**config.mk**
```make
export PLATFORM = sky130hd
export DESIGN_NAME = mfp_adc_max10_arbiter
export DESIGN_NICKNAME = d
export VERILOG_FILES = /design/src/rtl/mfp_adc_max10_arbiter.sv
export SDC_FILE = /design/constraint.sdc
export NUM_CORES = 1
export LEC_CHECK = 0
export CORE_MARGIN = 2
export CORE_UTILIZATION = 43
export CTS_CLUSTER_SIZE = 30
export DETAILED_ROUTE_END_ITERATION = 10
export GPL_TIMING_DRIVEN = 0
export PLACE_DENSITY = 0.84
export SETUP_SLACK_MARGIN = 0.05
export SYNTH_ARGS = -nofsm -noshare
export SYNTH_HDL_FRONTEND = slang
export SYNTH_SLANG_ARGS = --single-unit
```
**constraint.sdc**
```tcl
create_clock -name CLK -period 2.2 [get_ports CLK]
set_input_delay 0.33 -clock CLK [delete_from_list [all_inputs] [get_ports CLK]]
set_output_delay 0.33 -clock CLK [all_outputs]
set_load 0.1 [all_outputs]
```
**src/rtl/mfp_adc_max10_arbiter.sv**
```systemverilog
// Round-robin arbiter sharing one MAX10 ADC sequencer among N_REQ requesters.
// Allows a single conversion in flight, routes the response to its owner and forces an error completion on timeout.
module mfp_adc_max10_arbiter #(
  parameter int unsigned N_REQ   = 2,
  parameter int unsigned TIMEOUT = 1024
) (
  input  logic               CLK,
  input  logic               RESETn,
  input  logic [N_REQ-1:0]   req_valid,
  input  logic [5*N_REQ-1:0] req_channel,
  output logic [N_REQ-1:0]   req_ready,
  output logic [N_REQ-1:0]   rsp_valid,
  output logic [11:0]        rsp_data,
  output logic [4:0]         rsp_channel,
  output logic               rsp_error,
  output logic               busy,
  output logic               ADC_C_Valid,
  output logic [4:0]         ADC_C_Channel,
  output logic               ADC_C_SOP,
  output logic               ADC_C_EOP,
  input  logic               ADC_C_Ready,
  input  logic               ADC_R_Valid,
  input  logic [4:0]         ADC_R_Channel,
  input  logic [11:0]        ADC_R_Data
);

  localparam int unsigned CW = (TIMEOUT > 1) ? $clog2(TIMEOUT) : 1;
  localparam int unsigned GW = (N_REQ > 1) ? $clog2(N_REQ) : 1;

  typedef enum logic [1:0] {ST_IDLE, ST_CMD, ST_WAIT} state_e;

  state_e           state_q, state_d;
  logic [GW-1:0]    last_q, last_d;
  logic [GW-1:0]    owner_q, owner_d;
  logic [4:0]       chan_q, chan_d;
  logic [CW-1:0]    cnt_q, cnt_d;
  logic [N_REQ-1:0] req_ready_q, req_ready_d;
  logic [N_REQ-1:0] rsp_valid_q, rsp_valid_d;
  logic [11:0]      rsp_data_q, rsp_data_d;
  logic [4:0]       rsp_channel_q, rsp_channel_d;
  logic             rsp_error_q, rsp_error_d;
  logic             busy_q, busy_d;
  logic             cvalid_q, cvalid_d;

  logic             any_req;
  logic [GW-1:0]    pick;
  logic [4:0]       pick_chan;
  logic             timeout_hit;

  // Round-robin pick: scanning from farthest to nearest so the first set index after last_q wins.
  always_comb begin
    int unsigned idx;
    logic [GW-1:0] cand;
    any_req = 1'b0;
    pick    = '0;
    idx     = 0;
    cand    = '0;
    for (int unsigned k = N_REQ; k >= 1; k--) begin
      idx  = (32'(last_q) + k) % N_REQ;
      cand = GW'(idx);
      if (req_valid[cand]) begin
        any_req = 1'b1;
        pick    = cand;
      end
    end
  end

  always_comb begin
    pick_chan = '0;
    for (int unsigned i = 0; i < N_REQ; i++) begin
      if (GW'(i) == pick) pick_chan = req_channel[5*i +: 5];
    end
  end

  always_comb begin
    timeout_hit   = (cnt_q == CW'(TIMEOUT - 1));
    state_d       = state_q;
    last_d        = last_q;
    owner_d       = owner_q;
    chan_d        = chan_q;
    cnt_d         = cnt_q;
    req_ready_d   = '0;
    rsp_valid_d   = '0;
    rsp_data_d    = rsp_data_q;
    rsp_channel_d = rsp_channel_q;
    rsp_error_d   = rsp_error_q;
    busy_d        = busy_q;
    cvalid_d      = cvalid_q;
    case (state_q)
      ST_IDLE: begin
        if (any_req) begin
          owner_d           = pick;
          chan_d            = pick_chan;
          last_d            = pick;
          req_ready_d[pick] = 1'b1;
          cvalid_d          = 1'b1;
          cnt_d             = '0;
          busy_d            = 1'b1;
          state_d           = ST_CMD;
        end
      end
      ST_CMD: begin
        cnt_d = cnt_q + CW'(1);
        // A response cannot be legal before the command is taken, so only the timeout can end this phase early.
        if (timeout_hit) begin
          rsp_valid_d[owner_q] = 1'b1;
          rsp_error_d          = 1'b1;
          rsp_data_d           = '0;
          rsp_channel_d        = chan_q;
          cvalid_d             = 1'b0;
          busy_d               = 1'b0;
          state_d              = ST_IDLE;
        end else if (ADC_C_Ready) begin
          cvalid_d = 1'b0;
          state_d  = ST_WAIT;
        end
      end
      ST_WAIT: begin
        cnt_d = cnt_q + CW'(1);
        if (ADC_R_Valid) begin
          rsp_valid_d[owner_q] = 1'b1;
          rsp_data_d           = ADC_R_Data;
          rsp_channel_d        = ADC_R_Channel;
          rsp_error_d          = (ADC_R_Channel != chan_q);
          busy_d               = 1'b0;
          state_d              = ST_IDLE;
        end else if (timeout_hit) begin
          rsp_valid_d[owner_q] = 1'b1;
          rsp_error_d          = 1'b1;
          rsp_data_d           = '0;
          rsp_channel_d        = chan_q;
          cvalid_d             = 1'b0;
          busy_d               = 1'b0;
          state_d              = ST_IDLE;
        end
      end
      default: begin
        state_d = ST_IDLE;
      end
    endcase
  end

  always_ff @(posedge CLK or negedge RESETn) begin
    if (!RESETn) begin
      state_q       <= ST_IDLE;
      last_q        <= GW'(N_REQ - 1);
      owner_q       <= '0;
      chan_q        <= '0;
      cnt_q         <= '0;
      req_ready_q   <= '0;
      rsp_valid_q   <= '0;
      rsp_data_q    <= '0;
      rsp_channel_q <= '0;
      rsp_error_q   <= 1'b0;
      busy_q        <= 1'b0;
      cvalid_q      <= 1'b0;
    end else begin
      state_q       <= state_d;
      last_q        <= last_d;
      owner_q       <= owner_d;
      chan_q        <= chan_d;
      cnt_q         <= cnt_d;
      req_ready_q   <= req_ready_d;
      rsp_valid_q   <= rsp_valid_d;
      rsp_data_q    <= rsp_data_d;
      rsp_channel_q <= rsp_channel_d;
      rsp_error_q   <= rsp_error_d;
      busy_q        <= busy_d;
      cvalid_q      <= cvalid_d;
    end
  end

  // Single-beat commands: SOP and EOP are the valid flop itself.
  assign req_ready     = req_ready_q;
  assign rsp_valid     = rsp_valid_q;
  assign rsp_data      = rsp_data_q;
  assign rsp_channel   = rsp_channel_q;
  assign rsp_error     = rsp_error_q;
  assign busy          = busy_q;
  assign ADC_C_Valid   = cvalid_q;
  assign ADC_C_Channel = chan_q;
  assign ADC_C_SOP     = cvalid_q;
  assign ADC_C_EOP     = cvalid_q;

endmodule

```
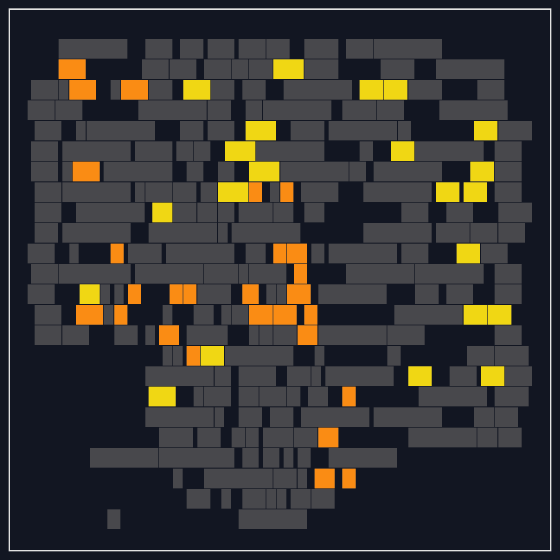
Figure 1: selected gate families.
yellow -> non-inverting ao/oa cells  # cells 22, most used a22o_1
orange -> aoi and oai cells  # cells 27
logic share of the area: 0.297
Commonest Layout Cell: dfrtp_1

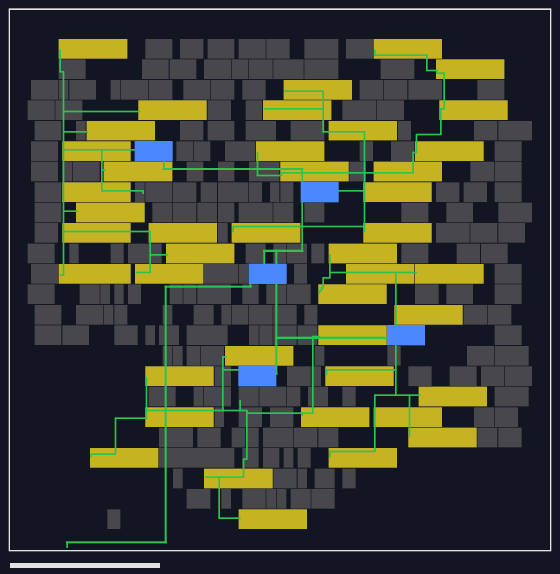
Figure 2: clock wires, drivers and flops.
Bar = 20 um.
yellow -> flip-flops  # count 43
green -> clock wires  # length 510 um
blue -> clock-net drivers  # count 5
routed clock nets = 6
Clock Skew: 9.17 ps
Worst-Skew Late Latency: 300 ps

==> run summary <==
Non-clk invs: 10
Yosys reg bits: 43
Final Slew Violations: 0
Antenna viol nets, final: 0
WP depth: 1
Cell Rows: 24
Hpwl dp: 3440 um
Yosys chip area: 0.00198 mm^2
Max Freq: 0.470 GHz
Cells after synthesis: 173
Status: finished, violations left
Largest class: registers
Vert. Die Dim: 71.8 um
Final Hold Fails: 9
Grt ovf: 0
Pre-CTS setup slack: 88.2 ps
Type of origin of the critical path: register
Met2 WL: 2260 um
Failing checks: negative hold slack
Unrepaired setup endpoints after global routing: false
Met1 wire length: 2070 um
Pin count of the biggest net entering global routing: 24
AO/OA Area Share: 0.197
Post-CTS Setup Bufs: 0
Pre-Repair DR Iteration Count: 4
RR Endpoint: cnt_q[7]
# Taps: 52
MI comb area: 840 um^2
Cell area leaders: dfrtp_1 (53%), a22o_1 (5.8%), xnor2_1 (3.5%)
Mapped Avg Cell Area: 11.4 um^2
GR Util met2: 0.298
Critical Path RT: 1870 ps
FF/Latch Area: 0.00108 mm^2
Antenna cell count: 0
Die Width: 71.8 um
Hold_ws: -5.23 ps
Layout area overhead: 42.8%
Via-to-Cell Ratio: 5.68
ClkCell Share: 0.0301
Rel. slew slack: 0.346
Layout Nets: 284
Max clock buf depth: 2
Setup TNS: 0 ps
Total Routing Usage GR: 0.188
Buffering overhead: 0.255
Largest stage delay on the critical path: 1140 ps
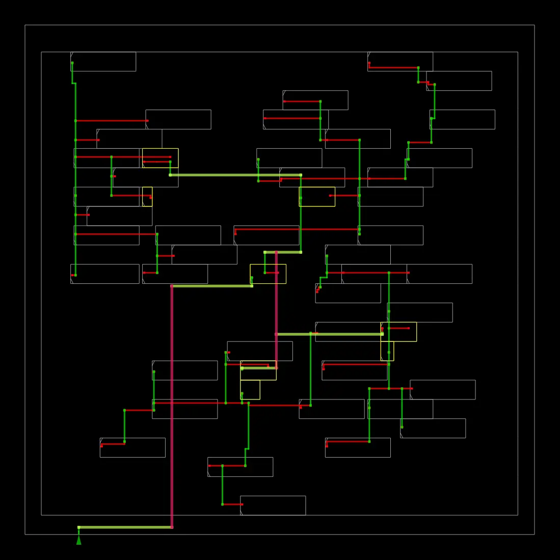
Figure 3: the clock network.
Seq cells: 43
clkbuf count: 6
total clock buffers created by CTS: 5

